Design pipo_load_arbiter_flat, sky130hd; sources not shown.
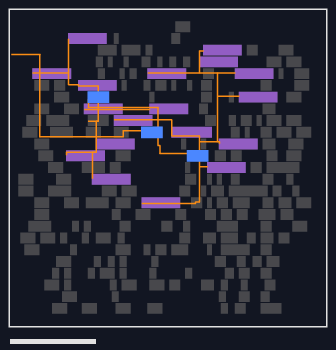
Figure 1: routed clock nets over the placement.
Bar = 20 um.
- flip-flops: purple (count 18)
- cells driving clock nets: blue (count 3)
- clock wires: orange (length 269 um)
- routed clock nets: 4
clock power share: 15.0%
Latency at later pin: 0.25 ns
Clk. pwr: 257 uW

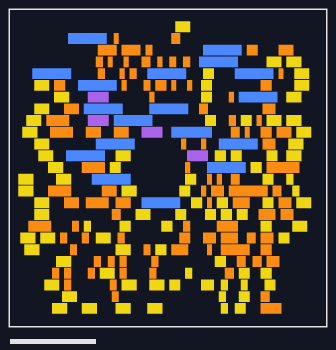
Figure 2: placed cells, one color a class.
Bar = 20 um.
- clock drivers and dummy loads: purple (cells 4)
- other buffers and delay cells: yellow (cells 85)
- flops: blue (cells 18)
- all other logic: orange (cells 100)
Rows: 25
core area: 4820 sq um
post-route design area: 2060 sq um
final core utilization: 42.9%
Seq/total area: 21.9%

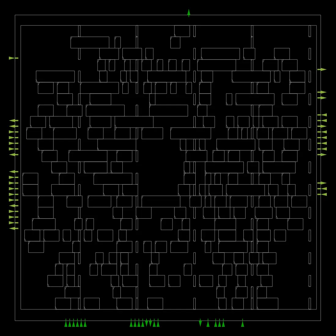
Figure 3: placed standard cells.
flip-flops: 18
fin cells: 274
fillers: 578

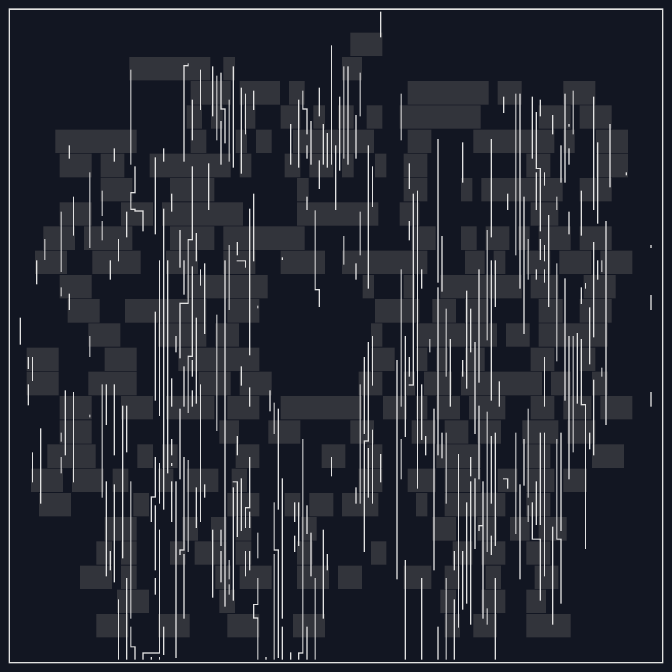
Figure 4: M2 wires.
Cells faint in the background.
- main direction: vertical
- longest straight run: 38.8 um
via count: 1261
total wire length: 4.06 mm
global routing usage on met2: 28.2%

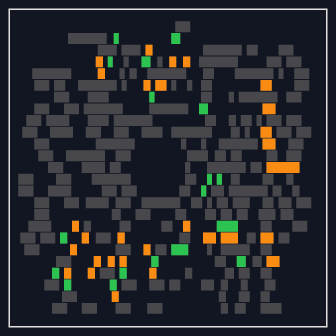
Figure 5: gate-type map.
- NAND gates: green (cells 18)
- inverting AOI/OAI gates: orange (cells 29; most used o21ai_0)
combinational share of cell area: 34.2%
most frequent logic cell in the layout: clkdlybuf4s50_1

==> out/metrics.cfg <==
[worst_setup_path]
worst_ep_required_time_ns=1.74
cpMaxStageDelayCell=dfrtp_1
reg2regPathDepth=8
cp_max_fo=4
critical_path.top_delay_family=flip-flops
crit_type=flop to primary output
crit_buf_inv=2
critPathCaptureType=primary output
path_cells=nor3b_4 > a2111o_1 > nand2_4 > inv_6 > ha_4 > and2_1 > buf_2
critPathLaunchType=flop
path_depth=7
max_stage_delay_ns=0.43
reg2reg_slack_ns=0.04

[place]
dpl.hpwl_mm=3.22
dp.cells=263

[grt]
use_met3_pct=4.56
grt_pass1_vias=1389
grt-busiest-layer=met2
grt_max_degree=19
grt-ovfl-total=0
grt_util_met1_pct=20.7

[clocking]
clkTransAtPathRegs_ns=0.07
cts_root_buf=clkbuf_8
cts_tree=yes
clock_sinks=18
cts_buffer_depth=2
htreeDepth=1

[floorplan]
die_h_um=73.2
die_area_sq_um=5360

[power]
p_leak_nw=0.937
internal_power_mw=1.13
cellPowerDensity_nw_per_um2=830
swShare_pct=34.1
peakVddDrop_mv=0.355
share_comb_of_total_power_pct=56.8
net-switching-power_uw=584

[drt]
drt-initial-drc-count=37
wire_per_inst_um=14.8
drc=0

[logic_synthesis]
ys_area_sq_um=1120
synth_cell_type_count=31
async_flop_share_pct=100
yosys_warnings=0
fp_nets=160
synth_area_sq_um=1120
yosysCellCount=119
avgSynthCellArea_sq_um=9.38
ys_seq_share_pct=40.4
synth-main-ff-cell=dfrtp_1

[run_status]
violations=setup timing
status=finished with violations

[layout]
combGateArea_sq_um=706
logic_gates=92
antennaDiodeCount=0
buf_share_pct=35.3
drive_gt1_share_pct=32.9
n_all_buffers=85
seq_area_sq_um=452

[final_timing]
tightest_slew_ns=0.689
hold_viol_final=0
setup_viol=1
min_period_over_period_pct=101
tns_ns=-0.0213
rsz0062_at_grt=yes
hold_ws_ns=0.286
layout_setup_ws_ns=-0.0213
min_period_ns=2.32
relSlewSlack_pct=53.7

[hold_path]
holdCritPathClass=primary input to async pin

[run]
openroad.warnings=29
cap_violations=0

through the flow:
step	setup slack, ns	instance area (sq um)
final	-0.0213	2060
after global routing	-0.0694	2060
after CTS	-0.0607	2050
after detailed placement	-0.805	1910
after global placement	-0.734	1910
after floorplan	0.125	1120
worst min-delay path: stages:
cell and delay [ns]:
dlygate4sd2_1 0.26, inv_1 0.05, buf_4 0.25
cells in the mapped netlist (2+ instances only):
| cell type | count | area [sq um] |
|---|---|---|
| a221o_1 | 6 | 60.1 |
| nand2_1 | 6 | 22.5 |
| nand2b_1 | 5 | 31.3 |
| o31ai_1 | 2 | 15.0 |
| dfrtp_1 | 18 | 450 |
| a211oi_1 | 2 | 15.0 |
| inv_1 | 6 | 22.5 |
| a21oi_1 | 9 | 45.0 |
| nor2_1 | 14 | 52.6 |
| a2111oi_0 | 3 | 26.3 |
| mux2i_1 | 2 | 20.0 |
| a21o_1 | 3 | 22.5 |
| ha_1 | 3 | 37.5 |
| o21ai_0 | 12 | 60.1 |
| nor2b_1 | 2 | 12.5 |
| mux2_4 | 6 | 90.1 |
| nand3_1 | 6 | 30.0 |
power by group through the flow:
stage / logic [mW] / registers (mW) / clock network, mW
4_1_cts: 0.958 / 0.485 / 0.270
3_5_place_dp: 0.884 / 0.478 / 0
2_1_floorplan: 0.350 / 0.511 / 0
5_1_grt: 1.05 / 0.498 / 0.283
3_3_place_gp: 0.864 / 0.479 / 0
6_report: 0.973 / 0.483 / 0.257
cells by family after synthesis:
logic type / Yosys count / synth area share, %
flops: 18 / 40.4
simple gates: 40 / 17.9
compound gates: 41 / 25.0
buf+inv: 9 / 3.47
fa+ha+maj: 3 / 3.36
mux: 8 / 9.87
routing by layer:
metal	vias up	wire [um]
met2	37	2030
li1	618	-
met4	0	46
met3	4	252
met5	-	0
met1	602	1730
Power figures rest on the tool's default switching activity, not on a simulated workload.
